--- config.mk ---
export PLATFORM = sky130hd
export DESIGN_NAME = mem_access_stage
export DESIGN_NICKNAME = d
export VERILOG_FILES = /design/src/rtl/mem_stage_pkg.sv /design/src/rtl/mem_access_stage_mem_wb_reg.sv /design/src/rtl/mem_access_stage.sv
export SDC_FILE = /design/constraint.sdc
export NUM_CORES = 1
export LEC_CHECK = 0
export CORE_AREA = 4 4 134 136
export DETAILED_ROUTE_END_ITERATION = 8
export DIE_AREA = 0 0 138 140
export PLACE_DENSITY = 0.81
export REMOVE_ABC_BUFFERS = 1
export SLEW_MARGIN = 20
export SYNTH_ARGS = -nofsm -noshare
export SYNTH_HDL_FRONTEND = slang
export SYNTH_HIERARCHICAL = 1
export SYNTH_SLANG_ARGS = --single-unit
--- constraint.sdc ---
create_clock -name Clk -period 2.4 [get_ports Clk]
set_clock_uncertainty 0.05 [all_clocks]
set_input_delay 0.72 -clock Clk [delete_from_list [all_inputs] [get_ports Clk]]
set_output_delay 0.72 -clock Clk [all_outputs]
set_load 0.02 [all_outputs]
--- src/rtl/mem_stage_pkg.sv ---
// Shared definitions for the MEM stage: FSM encoding, wait-counter width and
// the MEM/WB bubble value.
package mem_stage_pkg;

    typedef enum logic {
        IDLE   = 1'b0,
        ACCESS = 1'b1
    } state_t;

    localparam int CNT_W = 8;

    typedef struct packed {
        logic        reg_write;
        logic        mem_to_reg;
        logic [31:0] read_data;
        logic [31:0] alu_result;
        logic [4:0]  rd;
    } mem_wb_t;

    // A bubble clears every MEM/WB field, so WB never writes the register file.
    localparam mem_wb_t MEM_WB_BUBBLE = '0;

endpackage

--- src/rtl/mem_access_stage_mem_wb_reg.sv ---
// MEM/WB pipeline register: loads every cycle, either the new fields or a
// bubble. Synchronous active-high reset.
module mem_wb_reg
    import mem_stage_pkg::*;
(
    input  logic    Clk,
    input  logic    Rst,
    input  logic    bubble,
    input  mem_wb_t wb_in,
    output mem_wb_t wb_q
);

    always_ff @(posedge Clk) begin
        if (Rst) begin
            wb_q <= MEM_WB_BUBBLE;
        end else if (bubble) begin
            wb_q <= MEM_WB_BUBBLE;
        end else begin
            wb_q <= wb_in;
        end
    end

endmodule

--- src/rtl/mem_access_stage.sv ---
// MEM pipeline stage: data-memory access over req/ack, branch/jump redirect,
// upstream stall and MEM/WB register. Optional macro: MEM_MISALIGN_CHECK_EN.
module mem_access_stage
    import mem_stage_pkg::*;
#(
    parameter int TIMEOUT_CYCLES = 255
) (
    input  logic        Clk,
    input  logic        Rst,
    input  logic        RegWrite_In,
    input  logic        MemToReg_In,
    input  logic        Branch_In,
    input  logic        MemRead_In,
    input  logic        MemWrite_In,
    input  logic        Jump_In,
    input  logic [31:0] JumpAddr_In,
    input  logic [31:0] BranchAddr_In,
    input  logic        ALUZero_In,
    input  logic [31:0] ALUResult_In,
    input  logic [31:0] ReadData2_In,
    input  logic [4:0]  EX_MEM_Rd_In,
    output logic        DMemReq,
    output logic        DMemWe,
    output logic [31:0] DMemAddr,
    output logic [31:0] DMemWData,
    input  logic        DMemAck,
    input  logic [31:0] DMemRData,
    output logic        Stall_Out,
    output logic        PCSrc_Out,
    output logic [31:0] Target_Out,
    output logic        MemErr_Out,
    output logic        MisalignErr_Out,
    output logic        RegWrite_Out,
    output logic        MemToReg_Out,
    output logic [31:0] ReadData_Out,
    output logic [31:0] ALUResult_Out,
    output logic [4:0]  MEM_WB_Rd_Out
);

    localparam logic [CNT_W-1:0] CNT_LAST = CNT_W'(TIMEOUT_CYCLES - 1);

    // Handshake: DMemReq rises with a stable payload and stays up, payload
    // unchanged, until the cycle DMemAck pulses (or the wait times out);
    // DMemRData is only sampled in that ack cycle. Acks while idle are ignored.
    state_t           state, state_nxt;
    logic [CNT_W-1:0] wait_cnt, wait_cnt_nxt;
    logic             mem_op, misalign;
    logic             issue, complete, timeout, wb_bubble;
    logic [31:0]      ld_data;
    mem_wb_t          wb_in, wb_q;

    assign mem_op = MemRead_In | MemWrite_In;

`ifdef MEM_MISALIGN_CHECK_EN
    assign misalign = mem_op & (ALUResult_In[1:0] != 2'b00);
`else
    assign misalign = 1'b0;
`endif

    assign MisalignErr_Out = (state == IDLE) & misalign;

    assign PCSrc_Out  = Jump_In | (Branch_In & ALUZero_In);
    assign Target_Out = Jump_In ? JumpAddr_In : BranchAddr_In;

    always_comb begin
        state_nxt    = state;
        wait_cnt_nxt = wait_cnt;
        Stall_Out    = 1'b0;
        wb_bubble    = 1'b0;
        issue        = 1'b0;
        complete     = 1'b0;
        timeout      = 1'b0;
        case (state)
            IDLE: begin
                if (misalign) begin
                    wb_bubble = 1'b1;
                end else if (mem_op) begin
                    Stall_Out    = 1'b1;
                    wb_bubble    = 1'b1;
                    issue        = 1'b1;
                    wait_cnt_nxt = '0;
                    state_nxt    = ACCESS;
                end
            end
            ACCESS: begin
                if (DMemAck) begin
                    complete  = 1'b1;
                    state_nxt = IDLE;
                end else if (wait_cnt == CNT_LAST) begin
                    timeout   = 1'b1;
                    wb_bubble = 1'b1;
                    state_nxt = IDLE;
                end else begin
                    Stall_Out    = 1'b1;
                    wb_bubble    = 1'b1;
                    wait_cnt_nxt = wait_cnt + 8'd1;
                end
            end
            default: state_nxt = IDLE;
        endcase
    end

    always_ff @(posedge Clk) begin
        if (Rst) begin
            state      <= IDLE;
            wait_cnt   <= '0;
            DMemReq    <= 1'b0;
            DMemWe     <= 1'b0;
            DMemAddr   <= '0;
            DMemWData  <= '0;
            MemErr_Out <= 1'b0;
        end else begin
            state    <= state_nxt;
            wait_cnt <= wait_cnt_nxt;
            if (issue) begin
                DMemReq   <= 1'b1;
                DMemWe    <= MemWrite_In;
                DMemAddr  <= ALUResult_In;
                DMemWData <= ReadData2_In;
            end else if (complete || timeout) begin
                DMemReq <= 1'b0;
            end
            if (timeout) begin
                MemErr_Out <= 1'b1;
            end
        end
    end

    // Stores (including read+write) retire with zero read data.
    assign ld_data = (state == ACCESS && DMemAck && !MemWrite_In) ? DMemRData : '0;

    always_comb begin
        wb_in            = MEM_WB_BUBBLE;
        wb_in.reg_write  = RegWrite_In;
        wb_in.mem_to_reg = MemToReg_In;
        wb_in.read_data  = ld_data;
        wb_in.alu_result = ALUResult_In;
        wb_in.rd         = EX_MEM_Rd_In;
    end

    mem_wb_reg u_mem_wb_reg (
        .Clk    (Clk),
        .Rst    (Rst),
        .bubble (wb_bubble),
        .wb_in  (wb_in),
        .wb_q   (wb_q)
    );

    assign RegWrite_Out  = wb_q.reg_write;
    assign MemToReg_Out  = wb_q.mem_to_reg;
    assign ReadData_Out  = wb_q.read_data;
    assign ALUResult_Out = wb_q.alu_result;
    assign MEM_WB_Rd_Out = wb_q.rd;

endmodule
**Run 1: sequential cells grouped by signal name**

Drawn at 3 px/um. Other sequential cells in the stronger grey, the rest of the logic in the fainter grey.
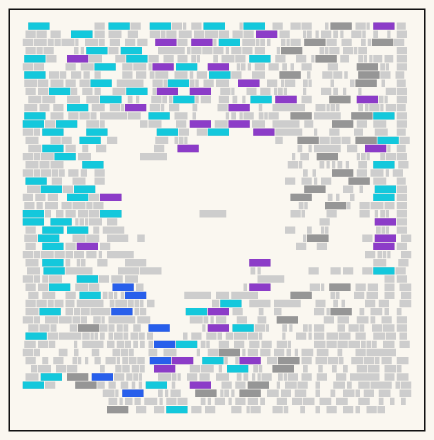
colour	name in the netlist	sequential cells
blue	`wait_cnt`	8
cyan	`u_mem_wb_reg/wb_q`	71
purple	`DMemAddr`	32
not coloured	36
Reg area: 0.00294 mm^2
P_seq: 2.60 mW
final core utilization: 59.5%
sequential cell area share: 29.2%

**Run 1: nets reached from selected ports**

Drawn at 3 px/um.
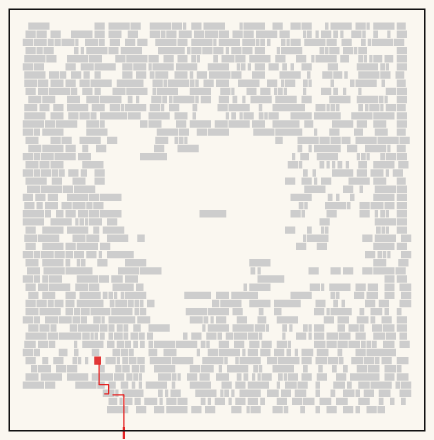
colour	port	bits	direction	end cells	wire
red	`Stall_Out`	1	output	1	29.9 um
IO buf count: 346
Ports: 348

==> run_results.csv, run 1 <==
group,metric,value,unit
run_status,status,"complete, but fails checks",
run_status,violations,"negative setup slack",
drt,wl_met2,11.2,mm
global_route,grt_overflow,0,
power,p_seq_share,40.9,%
power,power,6.37,mW
drt,ant_nets,0,
critical_path,startpoint_type,"primary input",
critical_path,path_max_fanout,1,
critical_path,timing.rr.end,"wait_cnt[5]",
synth,synthArstFlopShare,0,%
power,netSwitchingFraction,27.3,%
floorplan,die_area,0.0193,mm^2
floorplan,fp_util,34.9,%
min_path,hp-start,"DMemAddr[6]",
critical_path,timing.rr.start,"wait_cnt[0]",
power,pwr-share-comb,20.1,%
finish,n_clock_buffer,19,
floorplan,core_area,0.0169,mm^2
finish,top_register,"u_mem_wb_reg/wb_q",
finish,buf_share,36.0,%
global_route,gr-usage-all-layers,22.0,%
critical_path,setup.worst_path.class,"primary input to output pin",
synth,synthCells,587,
final_timing,post-route-period-util,100,%
power,power.internal,4.63,mW
synth,ys_area,0.00591,mm^2
placement,routabilityCongestion,0.904,
critical_path,crit_required,1.63,ns
finish,clock_area_share,5.39,%
finish,n_fill_cell,1485,
finish,layout_top_cells,"290 x clkdlybuf4s50_1, 147 x dfxtp_1, 132 x nand2_1",
power,ir_drop,0.438,mV
min_path,hold_depth,2,
synth,ys_seq_share,49.8,%
critical_path,endpoint_kind,"output pin",
synth,synth.ff_latch_count,147,
finish,logic_area,0.00265,mm^2
critical_path,slowest_delay,0.48,ns
finish,largest_class,"buffers",
drt,dr.pass1.iters,7,
global_route,globalRoute.busiestLayer,"met2",
finish,largestRegisters,"u_mem_wb_reg/wb_q x71, DMemAddr x32, DMemWData x32",
drt,first_iter_violations,180,
finish,n_all_buffers,373,
drt,topRoutingLayerUsed,"met4",
clock_tree,root_buffer,"clkbuf_16",
drt,drt-met1-wl,7.79,mm
placement,dp_cells,1137,
synth,yosys_warnings,6,
finish,largest_register_ffs,71,
critical_path,worstSetupEndpoint,"PCSrc_Out",
critical_path,critPathBufInv,2,
clock_tree,holdBufCountCts,0,
power,p_comb,1.28,mW
final_timing,setup_viol,1,
min_path,worst_hold_path.endpoint,"DMemAddr[6]",
synth,syn-cell-area,0.00591,mm^2
clock_tree,cts_buffers,17,
placement,dp_hpwl,16.7,mm
global_route,grt_pass1_vias,5613,
final_timing,setup_tns,-0.00144,ns
finish,stdcell_count,1171,
finish,nNetsFinal,1110,
synth,edf_count,0,
drt,viasPerCell,4.66,
floorplan,die_x,138,um
critical_path,arrival,1.63,ns
synth,yosysTopAreaCell,"dfxtp_1",
critical_path,crit_chain,"clkdlybuf4s50_1 > a21o_1 > clkdlybuf4s15_1",
critical_path,critical_path_depth,3,
global_route,grt_use_met1,22.1,%
power,power.switching,1.74,mW
critical_path,startpoint,"ALUZero_In",
finish,area_growth,70.5,%
finish,design.seq.count,147,
critical_path,reg2reg_slack,0.75,ns
finish,comb_cells,388,
global_route,grt_util_met2,39.4,%
clock_tree,post_cts_buffers,0,
clock_tree,h-tree-depth,4,
floorplan,n_tap_cell,225,
synth,ys_cells,587,
clock_tree,path_clk_slew,0.06,ns
synth,avgSynthCellArea,10.1,um^2
clock_tree,cts_resized,157,
run,warnings,26,
global_route,grt_util_met3,9.08,%
synth,synth_dominant_cell_count,"dfxtp_1",
critical_path,crit_path_top_delay_cell,"clkdlybuf4s50_1",
finish,drive_above_1_share,21.4,%
critical_path,ff2ff_path_depth,7,
clock_tree,clkSinkCount,147,
drt,via_count,5461,
power,power_density,632,mW/mm^2
critical_path,critPathTopFamily,"buffers and inverters",
final_timing,finalHoldViolCount,0,
min_path,min_path_type,"flip-flop to flip-flop",
synth,top_area_share,49.8,%
synth,area_leaders,"dfxtp_1 50%, nor3b_2 15%, nand2_1 8.4%",
power,maxPowerGroup,"registers",
power,p_clk,2.49,mW
clock_tree,cts_buffer_depth,2,
final_timing,clock.fmax,416,MHz
synth,common_cells,"147 x dfxtp_1, 133 x nand2_1, 70 x nor3b_2",
drt,wl_met3,1.84,mm
finish,inverters,6,
power,leakagePower,3.76,nW
final_timing,relSlewSlack,60.3,%
finish,mostFrequentLayoutCell,"clkdlybuf4s50_1",
drt,drc,0,
run,drv_cap,0,
final_timing,setup_slack,-0.00144,ns
floorplan,dieHeight,140,um
synth,yosysUniqueCellTypes,36,
clock_tree,clk-insertion-delay-late,0.41,ns
final_timing,drv_slew,0,
global_route,grt_max_degree,91,
floorplan,row_count,48,
synth,ff_type,"dfxtp_1",
power,clock_power_share,39.0,%
final_timing,rsz0062_at_grt,"no",
global_route,grt_antenna_before_repair,1,
final_timing,layout_min_cycle_time,2.40,ns
finish,sh_comb_area,26.3,%
finish,antenna_cells,1,
clock_tree,cts_tree,"done",
final_timing,worstMarginPinSlew,0.595,ns
drt,routed_wl,21.9,mm
drt,wl_per_cell,18.7,um
global_route,grt_pass1_wl,32.8,mm
**Run 1: gate families picked out**

Drawn at 3 px/um.
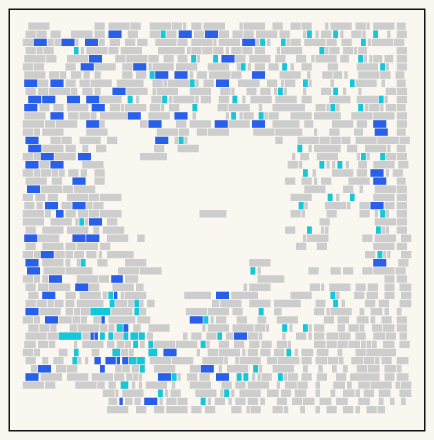
colour	family	cells
cyan	inverting AOI/OAI gates	86
blue	NOR gates	83

-- run 1: cell families (layout without fill, tap and decap cells) --
logic type,after synthesis,count (layout),share of synthesized area (%)
mux,33,33,6.28
buf+inv,52,410,5.84
other cells,1,2,0.0634
fa+ha+maj,2,2,0.423
simple gates,262,262,29.3
compound gates,90,90,8.34
flops,147,147,49.8
-- run 1: through the flow --
stage                     hold WS [ns]  worst slack (ns)  cell area [um^2]
after floorplan                  0.423             -1.18              5590
after global placement           0.391            -0.726              9640
after detailed placement         0.395            -0.748              9640
after CTS                        0.404           0.00239             10100
after global routing             0.419           0.00176             10100
final                            0.403          -0.00144             10100
-- run 1: tightest hold or removal path, cell delays in order (launching register included) --
cell     delay [ns]
dfxtp_1        0.31
nand2_1        0.05
a21oi_1        0.05
==> inputs of run 2 (changes only) <==
--- a/constraint.sdc
+++ b/constraint.sdc
@@ -4,2 +4,2 @@
 set_output_delay 0.72 -clock Clk [all_outputs]
-set_load 0.02 [all_outputs]
+set_load 0.01 [all_outputs]
==> run 2 against run 1 <==
Effect of this change: critical path type unchanged; sequential power barely moved; final area rose by 1.3%; largest power group is now clock; die area did not move; via count fell by 0.53%; critical path depth rose by 1; critical endpoint is now Target_Out[23]; clock power rose by 8%; the run now ends clean.
==> run_results.csv, run 2 <==
group,metric,value,unit
drt,drc,0,
synth,fa_ha_area_share,0.423,%
global_route,grt_pass1_wl,32.4,mm
synth,ys_sh_xor,0,%
synth,ys_seq_share,49.8,%
finish,inverters,6,
finish,drive_above_1_share,21.1,%
finish,stdcell_count,1176,
placement,routabilityCongestion,0.913,
critical_path,endpoint_kind,"output pin",
final_timing,post-route-period-util,99.5,%
min_path,min_path_type,"flip-flop to flip-flop",
drt,first_iter_violations,201,
floorplan,dieHeight,140,um
clock_tree,cts_buffer_depth,2,
critical_path,setup.worst_path.class,"primary input to output pin",
drt,dr.pass1.iters,4,
finish,mostFrequentLayoutCell,"clkdlybuf4s50_1",
global_route,grt_pass1_vias,5498,
synth,ff_type,"dfxtp_1",
power,ir_drop,0.488,mV
power,clock_power_share,41.5,%
finish,area_growth,72.6,%
finish,largest_class,"buffers",
clock_tree,h-tree-depth,4,
power,netSwitchingFraction,25.0,%
drt,routed_wl,22.1,mm
power,leakagePower,3.83,nW
finish,logic_area,0.00265,mm^2
clock_tree,cts_resized,138,
finish,top_register,"u_mem_wb_reg/wb_q",
clock_tree,clkSinkCount,147,
power,power.switching,1.61,mW
critical_path,crit_required,1.63,ns
synth,mux_share,6.28,%
run_status,status,"complete, no violations",
run,drv_cap,0,
synth,syn-cell-area,0.00591,mm^2
placement,dp_cells,1137,
synth,area_leaders,"dfxtp_1 50%, nor3b_2 15%, nand2_1 8.4%",
synth,topCombFamilyByArea,"simple AND/OR/NAND/NOR gates",
critical_path,startpoint_type,"primary input",
drt,ant_nets,0,
synth,ys_cells,587,
floorplan,boundaryPins,348,
global_route,grt_max_degree,52,
min_path,hp-start,"DMemAddr[28]",
synth,ys_area,0.00591,mm^2
synth,synthArstFlopShare,0,%
power,pwr-share-comb,18.2,%
final_timing,drv_slew,0,
critical_path,timing.rr.end,"u_mem_wb_reg/wb_q[55]",
clock_tree,cts_tree,"done",
floorplan,die_area,0.0193,mm^2
placement,place_area,0.00967,mm^2
run,warnings,27,
final_timing,rsz0062_at_grt,"yes",
power,p_comb,1.17,mW
final_timing,layout_min_cycle_time,2.39,ns
clock_tree,path_clk_slew,0.06,ns
finish,clock_area_share,5.80,%
synth,yosys_warnings,6,
final_timing,setup_tns,0,ns
placement,dp_hpwl,16.9,mm
critical_path,crit_path_top_delay_cell,"mux2_2",
power,power.internal,4.85,mW
final_timing,clock.fmax,419,MHz
min_path,hold_depth,2,
final_timing,hold_ws,0.402,ns
clock_tree,clk-insertion-delay-late,0.41,ns
synth,top_area_share,49.8,%
[run 2: how the worst max path moves through the flow]
stage	startpoint	to	slack, ns	depth (start not counted)
floorplan	MemWrite_In	wait_cnt[1]	-1.18	4
global placement	Jump_In	Target_Out[23]	-0.67	4
detailed placement	Jump_In	Target_Out[19]	-0.69	4
CTS	JumpAddr_In[15]	Target_Out[15]	0.007	3
global route	wait_cnt[0]	Stall_Out	-0.005	6
finish	Jump_In	Target_Out[23]	0.01	4
[run 2: metal layers]
| metal | vias up | track usage (%) | part of all wire (%) |
|---|---|---|---|
| met5 | - | 0 | 0 |
| met2 | 242 | 41.1 | 53 |
| met3 | 30 | 10.3 | 8.9 |
| li1 | 2661 | - | - |
| met4 | 0 | 10.0 | 3.8 |
| met1 | 2499 | 20.1 | 34 |
**Run 2: local utilization**

Drawn at 2 px/um. 14 x 14 tiles, from dark purple (low) to yellow (high), 0 to 100% covered.
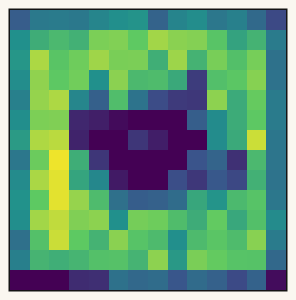
nearly empty tiles	8.2%
emptiest ninth of the die	centre
fullest tile	98%
tiles over 75% full	23%
mean over tiles	51%
CORE AREA: 0.0169 mm^2
Core Density at Floorplan: 34.9%
final core utilization: 60.3%

**Run 2: clock routing**

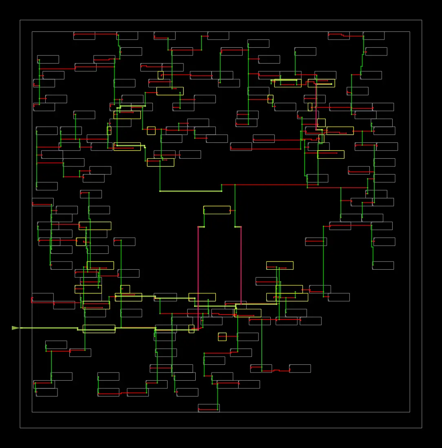
Flops: 147
Clk power: 2.68 mW
Clock Buffer Count: 19

**Run 2: sequential cells grouped by signal name**

Drawn at 3 px/um. Other sequential cells in the stronger grey, the rest of the logic in the fainter grey.
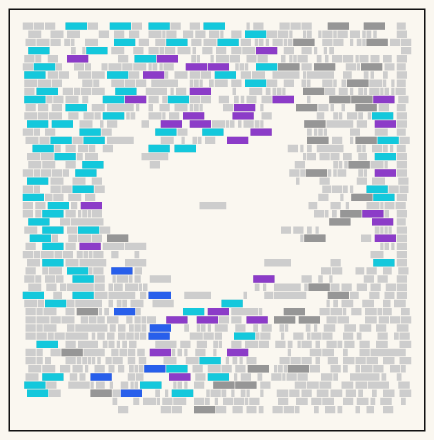
Reg area: 0.00294 mm^2
sequential cell area share: 28.8%

No activity file was given, so power comes from the tool's default toggle rates.
